**src/rtl/instr_fetch_unit.sv**
```systemverilog
// instr_fetch_unit: producer side of the instruction FIFO.
// Generates word addresses for a programmed run, performs the memory
// request/grant handshake, tracks outstanding reads and FIFO credits, and
// pushes returned words into the instruction FIFO one cycle after rvalid.
// Optional build macro: FETCH_STATS_EN adds the stall_cycles counter output.
module instr_fetch_unit #(
  parameter int unsigned FIFO_DEPTH      = 16,
  parameter int unsigned MAX_OUTSTANDING = 4,
  parameter int unsigned ADDR_W          = 32
) (
  input  logic              clk,
  input  logic              rst_n,
  input  logic              start,
  input  logic [ADDR_W-1:0] start_pc,
  input  logic [15:0]       num_instr,
  output logic              busy,
  output logic              done,
  output logic              imem_req,
  output logic [ADDR_W-1:0] imem_addr,
  input  logic              imem_gnt,
  input  logic              imem_rvalid,
  input  logic [31:0]       imem_rdata,
  output logic              fifo_push,
  output logic [31:0]       fifo_data,
  input  logic              fifo_pop_ack
`ifdef FETCH_STATS_EN
  ,
  output logic [31:0]       stall_cycles
`endif
);

  localparam int unsigned CRED_W = $clog2(FIFO_DEPTH + 1);
  localparam int unsigned OUT_W  = $clog2(MAX_OUTSTANDING + 1);
  localparam logic [CRED_W-1:0] CRED_MAX = CRED_W'(FIFO_DEPTH);
  localparam logic [OUT_W-1:0]  OUT_MAX  = OUT_W'(MAX_OUTSTANDING);

  typedef enum logic [1:0] {
    S_IDLE  = 2'd0,
    S_FETCH = 2'd1,
    S_DRAIN = 2'd2
  } state_e;

  state_e              state_q, state_d;
  logic [ADDR_W-1:0]   pc_q, pc_d;
  logic [15:0]         req_left_q, req_left_d;
  logic [15:0]         rsp_left_q, rsp_left_d;
  logic [CRED_W-1:0]   credits_q, credits_d;
  logic [OUT_W-1:0]    outstanding_q, outstanding_d;
  logic                push_q, push_d;
  logic [31:0]         data_q, data_d;
  logic                done_q, done_d;

  logic grant;
  logic rsp_ok;
  logic pop_ok;

  // Request is a pure function of registered state, so once raised it can
  // only drop through a grant (credits/outstanding only move against it then).
  always_comb begin
    imem_req = (state_q == S_FETCH) && (credits_q != '0) &&
               (outstanding_q < OUT_MAX) && (req_left_q != '0);
    grant    = imem_req && imem_gnt;
    // A response with nothing outstanding (e.g. in flight across a reset) is dropped.
    rsp_ok   = imem_rvalid && (outstanding_q != '0);
    // Credits are capped at the FIFO depth; a stray pop_ack there is ignored.
    pop_ok   = fifo_pop_ack && (credits_q != CRED_MAX);
  end

  // Next-state logic: run FSM, address/count bookkeeping, credits and push.
  always_comb begin
    state_d       = state_q;
    pc_d          = pc_q;
    req_left_d    = req_left_q;
    rsp_left_d    = rsp_left_q;
    credits_d     = credits_q;
    outstanding_d = outstanding_q;
    push_d        = rsp_ok;
    data_d        = rsp_ok ? imem_rdata : data_q;
    done_d        = 1'b0;

    if (grant) begin
      pc_d       = pc_q + ADDR_W'(4);
      req_left_d = req_left_q - 16'd1;
    end

    if (rsp_ok && (rsp_left_q != '0)) begin
      rsp_left_d = rsp_left_q - 16'd1;
      // done lines up with the push of the final word
      if (rsp_left_q == 16'd1) begin
        done_d = 1'b1;
      end
    end

    case ({pop_ok, grant})
      2'b10:   credits_d = credits_q + CRED_W'(1);
      2'b01:   credits_d = credits_q - CRED_W'(1);
      default: credits_d = credits_q;
    endcase

    case ({grant, rsp_ok})
      2'b10:   outstanding_d = outstanding_q + OUT_W'(1);
      2'b01:   outstanding_d = outstanding_q - OUT_W'(1);
      default: outstanding_d = outstanding_q;
    endcase

    case (state_q)
      S_IDLE: begin
        if (start) begin
          if (num_instr != '0) begin
            state_d    = S_FETCH;
            pc_d       = start_pc & ~(ADDR_W'(3));
            req_left_d = num_instr;
            rsp_left_d = num_instr;
          end else begin
            done_d = 1'b1;
          end
        end
      end
      S_FETCH: begin
        if (grant && (req_left_q == 16'd1)) begin
          state_d = S_DRAIN;
        end
      end
      S_DRAIN: begin
        // rsp_left hit zero on the final response; leave after the done cycle
        if (rsp_left_q == '0) begin
          state_d = S_IDLE;
        end
      end
      default: state_d = S_IDLE;
    endcase
  end

  // State registers with asynchronous active-low reset.
  always_ff @(posedge clk or negedge rst_n) begin
    if (!rst_n) begin
      state_q       <= S_IDLE;
      pc_q          <= '0;
      req_left_q    <= '0;
      rsp_left_q    <= '0;
      credits_q     <= CRED_MAX;
      outstanding_q <= '0;
      push_q        <= 1'b0;
      data_q        <= '0;
      done_q        <= 1'b0;
    end else begin
      state_q       <= state_d;
      pc_q          <= pc_d;
      req_left_q    <= req_left_d;
      rsp_left_q    <= rsp_left_d;
      credits_q     <= credits_d;
      outstanding_q <= outstanding_d;
      push_q        <= push_d;
      data_q        <= data_d;
      done_q        <= done_d;
    end
  end

  assign busy      = (state_q != S_IDLE);
  assign done      = done_q;
  assign imem_addr = pc_q;
  assign fifo_push = push_q;
  assign fifo_data = data_q;

`ifdef FETCH_STATS_EN
  logic [31:0] stall_q, stall_d;

  // Count FETCH cycles blocked purely by lack of FIFO credit; saturating.
  always_comb begin
    stall_d = stall_q;
    if ((state_q == S_IDLE) && start) begin
      stall_d = '0;
    end else if ((state_q == S_FETCH) && (req_left_q != '0) &&
                 (credits_q == '0) && (stall_q != '1)) begin
      stall_d = stall_q + 32'd1;
    end
  end

  // Stall counter register.
  always_ff @(posedge clk or negedge rst_n) begin
    if (!rst_n) begin
      stall_q <= '0;
    end else begin
      stall_q <= stall_d;
    end
  end

  assign stall_cycles = stall_q;
`endif

endmodule

```
**config.mk**
```make
export PLATFORM = sky130hd
export DESIGN_NAME = instr_fetch_unit
export DESIGN_NICKNAME = d
export VERILOG_FILES = /design/src/rtl/instr_fetch_unit.sv
export SDC_FILE = /design/constraint.sdc
export NUM_CORES = 1
export LEC_CHECK = 0
export ABC_AREA = 1
export CELL_PAD_IN_SITES_DETAIL_PLACEMENT = 1
export CELL_PAD_IN_SITES_GLOBAL_PLACEMENT = 1
export CORE_MARGIN = 2
export CORE_UTILIZATION = 36
export CTS_BUF_LIST = sky130_fd_sc_hd__clkbuf_16
export DETAILED_ROUTE_END_ITERATION = 16
export HOLD_SLACK_MARGIN = 0.15
export PLACE_DENSITY = 0.88
export SLEW_MARGIN = 20
export SYNTH_ARGS = -nofsm -noshare
export SYNTH_HDL_FRONTEND = slang
export SYNTH_SLANG_ARGS = --single-unit
export TNS_END_PERCENT = 100
```
**constraint.sdc**
```tcl
create_clock -name clk -period 3.5 [get_ports clk]
set_input_delay 1.05 -clock clk [delete_from_list [all_inputs] [get_ports clk]]
set_output_delay 1.05 -clock clk [all_outputs]
set_load 0.02 [all_outputs]
```
==> qor.yml <==
crit_type: "flip-flop to output port"
clkPwrFrac_pct: 14.7
final_cell_area_sq_um: 8810
clk_pin_slew_ns: 0.07
required_ns: 2.45
layout_top_cells: "nand2_1 (457), clkdlybuf4s50_1 (148), inv_1 (112), dfrtp_1 (105), nor2_1 (102)"
syn_area_sq_um: 6830
cts_max_path_buffers: 2
p_leak_nw: 4.50
ant_nets: 0
grt_pass1_wl_um: 35900
busiest_layer: "met2"
p_per_area_nw_per_um2: 797
post_drt_wl_per_cell_um: 15.4
syn_area_per_cell_sq_um: 6.65
post-dp-hpwl_um: 16300
cts-root-buf: "clkbuf_16"
top_cell: "nand2_1"
fin_tns_setup_ns: 0
async_flop_share_pct: 100
grt_max_degree: 57
vias: 6927
met1Wirelength_um: 9260
seq_area_sq_um: 2650
largest_reg_flops: 32
largest_cell_class: "logic gates"
worst-path-buf-inv: 3
cts_hold_buffers: 0
viasPerCell: 4.93
hp-start: "fifo_data[5]"
path_cells: "inv_1, ha_1, nand2_2, nor2_4, nand2_2, nand2_2, inv_1, clkdlybuf4s50_1"
startpoint: "req_left_q[0]"
firstDrtPassIters: 4
place.gp.congestion: 0.900
edf_count: 0
top_cells_by_area: "dfrtp_1 (38%), nand2_1 (25%), nand3_1 (7.0%)"
warning_count: 32
mi_logic_area_sq_um: 3560
seq_area_share_pct: 30.1
finalSetupViolations: 0
htreeDepth: 3
drtIter0Drc: 281
drc: 0
rsz0062_at_grt: "no"
max-slew-margin-rel_pct: 49.0
fin_ws_ns: 0.135
status: "finished, final reports clean"
cp_common_cell: "nand2_2"
ys_chip_area_sq_um: 6830
grt_util_all_layers_pct: 22.2
p_sw_share_pct: 46.5
grt_pass1_vias: 7315
clock_sinks: 106
flop_cell: "dfrtp_1"
antenna_found_initial: 0
cp-end-kind: "output port"
cts.repair.resized: 0
cts_tree: "done"
area_growth_pct: 29.0
Fig. 1: clock wires, drivers and flops
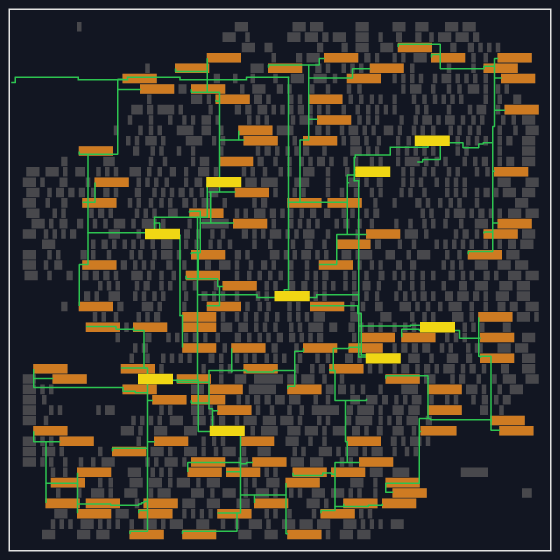
legend:
  yellow:
    item: cells driving clock nets
    count: 9
  green:
    item: clock wires
    length: 1590 um
  orange:
    item: flip-flops
    count: 106
routed clock nets: 10

Fig. 2: met2 routing
The bar under the picture is 50 um long.
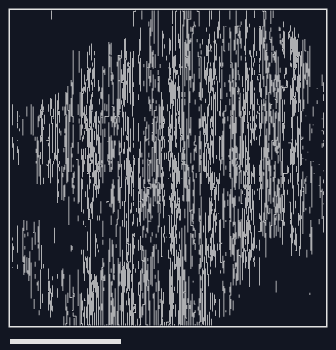
main direction: vertical
nets with wire on the layer: 1082
share of all routed wire: 53%
longest straight run: 57.1 um

Fig. 3: placement by cell class
The bar under the picture is 50 um long. Fill, decap, tap and diode cells in grey.
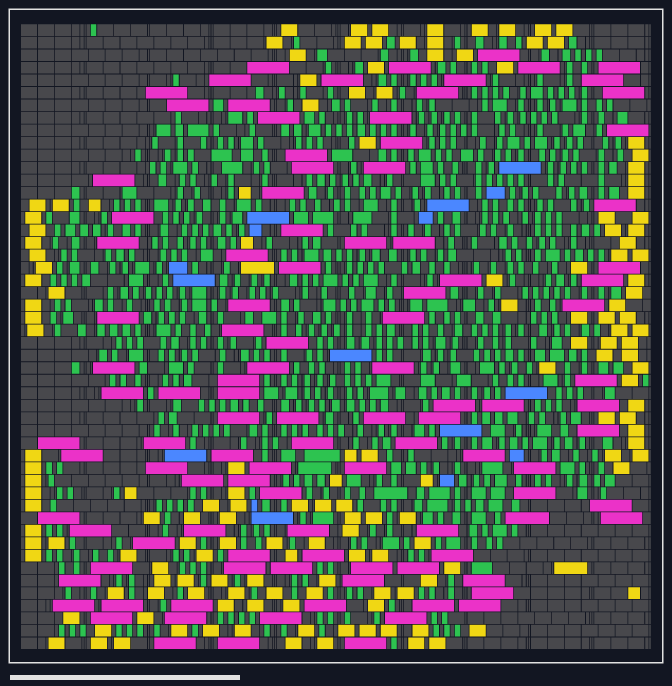
legend:
  green:
    class: all other logic
    cells: 889
  yellow:
    class: other buffers and delay cells
    cells: 159
  magenta:
    class: flip-flops
    cells: 106
  blue:
    class: clock drivers and dummy loads
    cells: 16

Fig. 4: cell placement
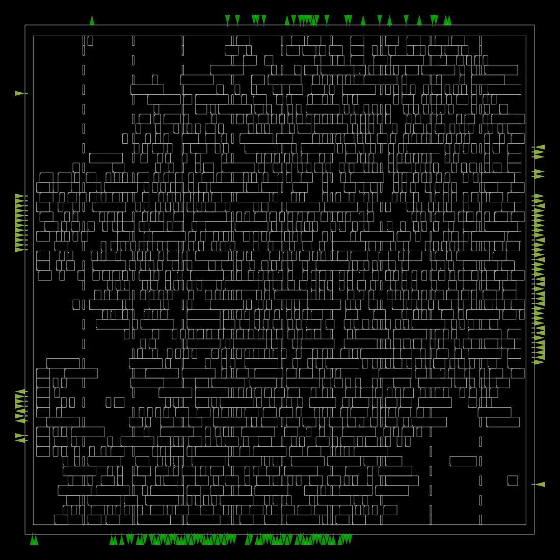
number of cell rows: 50
final std cells w/o fill: 1404
fill count: 2460
Tapcell Cnt: 234

Fig. 5: floorplan with the power grid
Pins as bars on the die edge. Tap cells in grey.
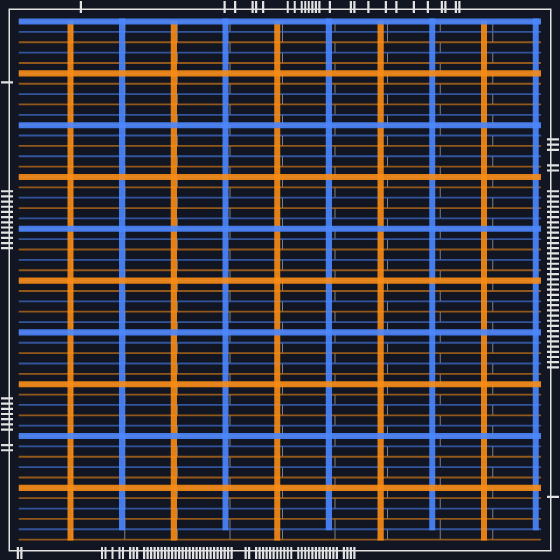
legend:
  orange:
    net: VSS
  blue:
    net: VDD
signal pins: 154
tap cells: 234
Peak supply drop: 296 uV
Die W: 142 um
die extent in y: 142 um
core area: 18600 sq um

